$ cat src/rtl/y86_mem_pkg.sv
// Shared constants and types for the Y86 data-memory path.
package y86_mem_pkg;

  localparam int DEPTH = 8192;
  localparam int AW    = $clog2(DEPTH);

  localparam logic [2:0] STAT_AOK = 3'd1;
  localparam logic [2:0] STAT_HLT = 3'd2;
  localparam logic [2:0] STAT_ADR = 3'd3;
  localparam logic [2:0] STAT_INS = 3'd4;

  typedef enum logic [1:0] {
    NONE  = 2'd0,
    FETCH = 2'd1,
    DATA  = 2'd2
  } owner_t;

endpackage

$ cat src/rtl/y86_dmem_arbiter.sv
// Single-port data RAM arbiter between the Y86 fetch and memory stages.
// Handshake: a requester holds req/addr/we/wdata until its gnt is high; rvalid follows one cycle after a read grant.
module y86_dmem_arbiter
  import y86_mem_pkg::*;
#(
  parameter int MAX_WAIT = 4
) (
  input  logic          clk,
  input  logic          rst,
  input  logic          i_req,
  input  logic [63:0]   i_addr,
  output logic          i_gnt,
  output logic          i_rvalid,
  output logic [63:0]   i_rdata,
  output logic          i_err,
  input  logic          d_req,
  input  logic          d_we,
  input  logic [63:0]   d_addr,
  input  logic [63:0]   d_wdata,
  output logic          d_gnt,
  output logic          d_rvalid,
  output logic [63:0]   d_rdata,
  output logic          d_err,
  output logic          ram_en,
  output logic          ram_we,
  output logic [AW-1:0] ram_addr,
  output logic [63:0]   ram_wdata,
  input  logic [63:0]   ram_rdata
);

  localparam int WCW = $clog2(MAX_WAIT + 1);

  logic [WCW-1:0] wait_cnt;
  owner_t         owner_q;
  logic           err_q;
  logic           we_q;
  logic [63:0]    i_hold_q;
  logic [63:0]    d_hold_q;
  logic [63:0]    sel_addr;
  logic           addr_err;
  logic           any_gnt;

  // Fetch wins a conflict only once it has been denied MAX_WAIT cycles in a row.
  always_comb begin
    i_gnt    = i_req && (!d_req || (wait_cnt == WCW'(MAX_WAIT)));
    d_gnt    = d_req && !i_gnt;
    any_gnt  = i_gnt || d_gnt;
    sel_addr = i_gnt ? i_addr : d_addr;
    // Full-width compare so high address bits can never alias into the array.
    addr_err = (sel_addr >= 64'(DEPTH));
    ram_en   = any_gnt && !addr_err;
    ram_we   = d_gnt && d_we && !addr_err;
    ram_addr = sel_addr[AW-1:0];
    ram_wdata = d_wdata;
  end

  always_ff @(posedge clk or posedge rst) begin
    if (rst) begin
      wait_cnt <= '0;
    end else if (i_req && !i_gnt) begin
      if (wait_cnt != WCW'(MAX_WAIT)) wait_cnt <= wait_cnt + 1'b1;
    end else begin
      wait_cnt <= '0;
    end
  end

  always_ff @(posedge clk or posedge rst) begin
    if (rst) begin
      owner_q <= NONE;
      err_q   <= 1'b0;
      we_q    <= 1'b0;
    end else begin
      owner_q <= i_gnt ? FETCH : (d_gnt ? DATA : NONE);
      err_q   <= any_gnt && addr_err;
      we_q    <= d_gnt && d_we;
    end
  end

  always_comb begin
    i_rvalid = (owner_q == FETCH);
    i_err    = (owner_q == FETCH) && err_q;
    d_rvalid = (owner_q == DATA) && !we_q;
    d_err    = (owner_q == DATA) && err_q;
    i_rdata  = i_hold_q;
    d_rdata  = d_hold_q;
    if (i_rvalid) i_rdata = err_q ? 64'd0 : ram_rdata;
    if (d_rvalid) d_rdata = err_q ? 64'd0 : ram_rdata;
  end

  // Idle ports keep showing their last returned word.
  always_ff @(posedge clk or posedge rst) begin
    if (rst) begin
      i_hold_q <= '0;
      d_hold_q <= '0;
    end else begin
      if (i_rvalid) i_hold_q <= i_rdata;
      if (d_rvalid) d_hold_q <= d_rdata;
    end
  end

endmodule

$ cat config.mk
export PLATFORM = sky130hd
export DESIGN_NAME = y86_dmem_arbiter
export DESIGN_NICKNAME = d
export VERILOG_FILES = /design/src/rtl/y86_mem_pkg.sv /design/src/rtl/y86_dmem_arbiter.sv
export SDC_FILE = /design/constraint.sdc
export NUM_CORES = 1
export LEC_CHECK = 0
export CORE_AREA = 3 3 184 186
export CTS_CLUSTER_DIAMETER = 60
export DETAILED_ROUTE_END_ITERATION = 10
export DIE_AREA = 0 0 187 189
export PLACE_DENSITY = 0.59
export SLEW_MARGIN = 10
export SYNTH_ARGS = -nofsm -noshare
export SYNTH_HDL_FRONTEND = slang
export SYNTH_SLANG_ARGS = --single-unit
$ cat constraint.sdc
create_clock -name clk -period 4.91 [get_ports clk]
set_clock_uncertainty 0.15 [all_clocks]
set_input_delay 0.7365 -clock clk [delete_from_list [all_inputs] [get_ports clk]]
set_output_delay 0.7365 -clock clk [all_outputs]
set_load 0.01 [all_outputs]
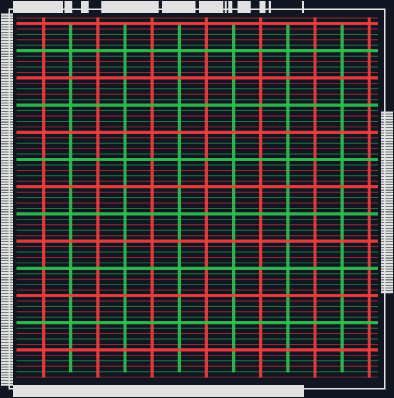
Fig. 1. Supply network.
Drawn at 2 px/um. Pins as bars on the die edge.
[green] VDD
[red] VSS
met4 straps: 13
met1 rails: 67
met5 straps: 13
rows: 66
signal pins: 474

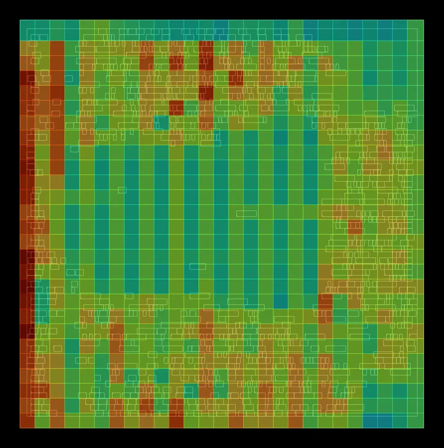
Fig. 2. Routing congestion map.
Global Route met2 Usage: 27.8%
mean routed wirelength per cell: 18.7 um
met3 track demand over resource: 4.83%

stage by stage:
stage	util (%)	setup WS (ps)	total power, mW
global route	32.7	430	3.43
global placement	30.9	478	2.05
finish	32.7	564	3.25
detailed placement	30.9	442	2.06
floorplan	-	412	1.62
CTS	32.7	436	3.31
cells in the mapped netlist, types with 2 or more instances:
cell type    n  area share [%]
inv_1        4            0.23
dfrtp_1    135              51
inv_2        4            0.23
buf_4       64             7.3
mux2_2       5            0.85
nor3_1       2            0.15
nor2_1       6            0.34
mux2_1       8             1.4
o21ai_0    118             8.9
nand2_1    194              11
nand4_1      5            0.47
o21ai_1    138              10
nor4_1      22             2.1
or4_1        3            0.34
clkbuf_1    37             2.1
buf_1        8            0.45
buf_2        5            0.38
ha_1         2            0.38
registers in the layout, indices dropped and copies added (netlist names):
| name | flops |
|---|---|
| we_q | 1 |
| err_q | 1 |
| i_hold_q | 64 |
| d_hold_q | 64 |
| owner_q | 2 |
| wait_cnt | 3 |
kinds of logic (layout without fill, tap and decap cells):
kind of cell             Yosys count  after routing  synth area share, %
buffers and inverters            122            392                 10.7
AND-OR/OR-AND                    262            262                 20.1
flip-flops                       135            135                 51.1
multiplexers                      14             14                 2.37
other                              0              2                    0
AND/OR/NAND/NOR                  240            240                 15.4
adder cells (fa/ha/maj)            2              2                0.379
worst paths after layout:
kind	endpoint	slack, ps	from	cells after the start
worst max-delay path	ram_we	560	i_addr[42]	8
worst min-delay path	i_hold_q[3]	320	i_hold_q[3]	2
worst max register to register	err_q	2780	wait_cnt[0]	6
worst min register to register	i_hold_q[3]	320	i_hold_q[3]	2
max in group asynchronous	i_hold_q[39]	2830	rst	3
min in group asynchronous	i_hold_q[24]	770	rst	2
==> impl_metrics.tcl <==
# yosys + openroad results
set metrics [dict create \
    fp_util_pct 20.4 \
    cts_inserted_buffers 17 \
    inverters 8 \
    route.detailed.drc 0 \
    grt_max_degree 117 \
    drt_iter0_drc 301 \
    synth_flops 135 \
    antenna_found_initial 2 \
    crit_type "in -> out" \
    logic_area_um2 2540 \
    clkLatencyLatePin_ps 410 \
    p_int_mw 2.36 \
    pwr-share-clk_pct 37.6 \
    seq_power_share_pct 38.4 \
    pg_clk_mw 1.22 \
    use_met1_pct 16.6 \
    die_x_um 187 \
    path_clk_slew_ps 60 \
    fmax_mhz 230 \
    slew_violations 0 \
    stdcell_count 1489 \
    crit_chain "clkdlybuf4s50_1 -> nor4_1 -> buf_4 -> nand4_1 -> or4_1 -> a21boi_1 -> buf_4 -> clkdlybuf4s50_1" \
    synthArstFlopShare_pct 100 \
    tool_warnings 31 \
    fin_crit_ps 4350 \
    grt_usage_pct 15.5 \
    path_max_fanout 3 \
    hold_buffers 0 \
    crit_path_start_kind "primary input" \
    maxPowerGroup "sequential cells" \
    p_per_area_nw_per_um2 306 \
    netlist_area_um2 6610 \
    firstDrtPassIters 4 \
    p_leak_nw 4.20 \
    path_buffers 4 \
    p_comb_share_pct 24.0 \
    outcome "finished clean" \
    fin_crit_sh_pct 88.5 \
]
Power is estimated from default activity; no workload was simulated.
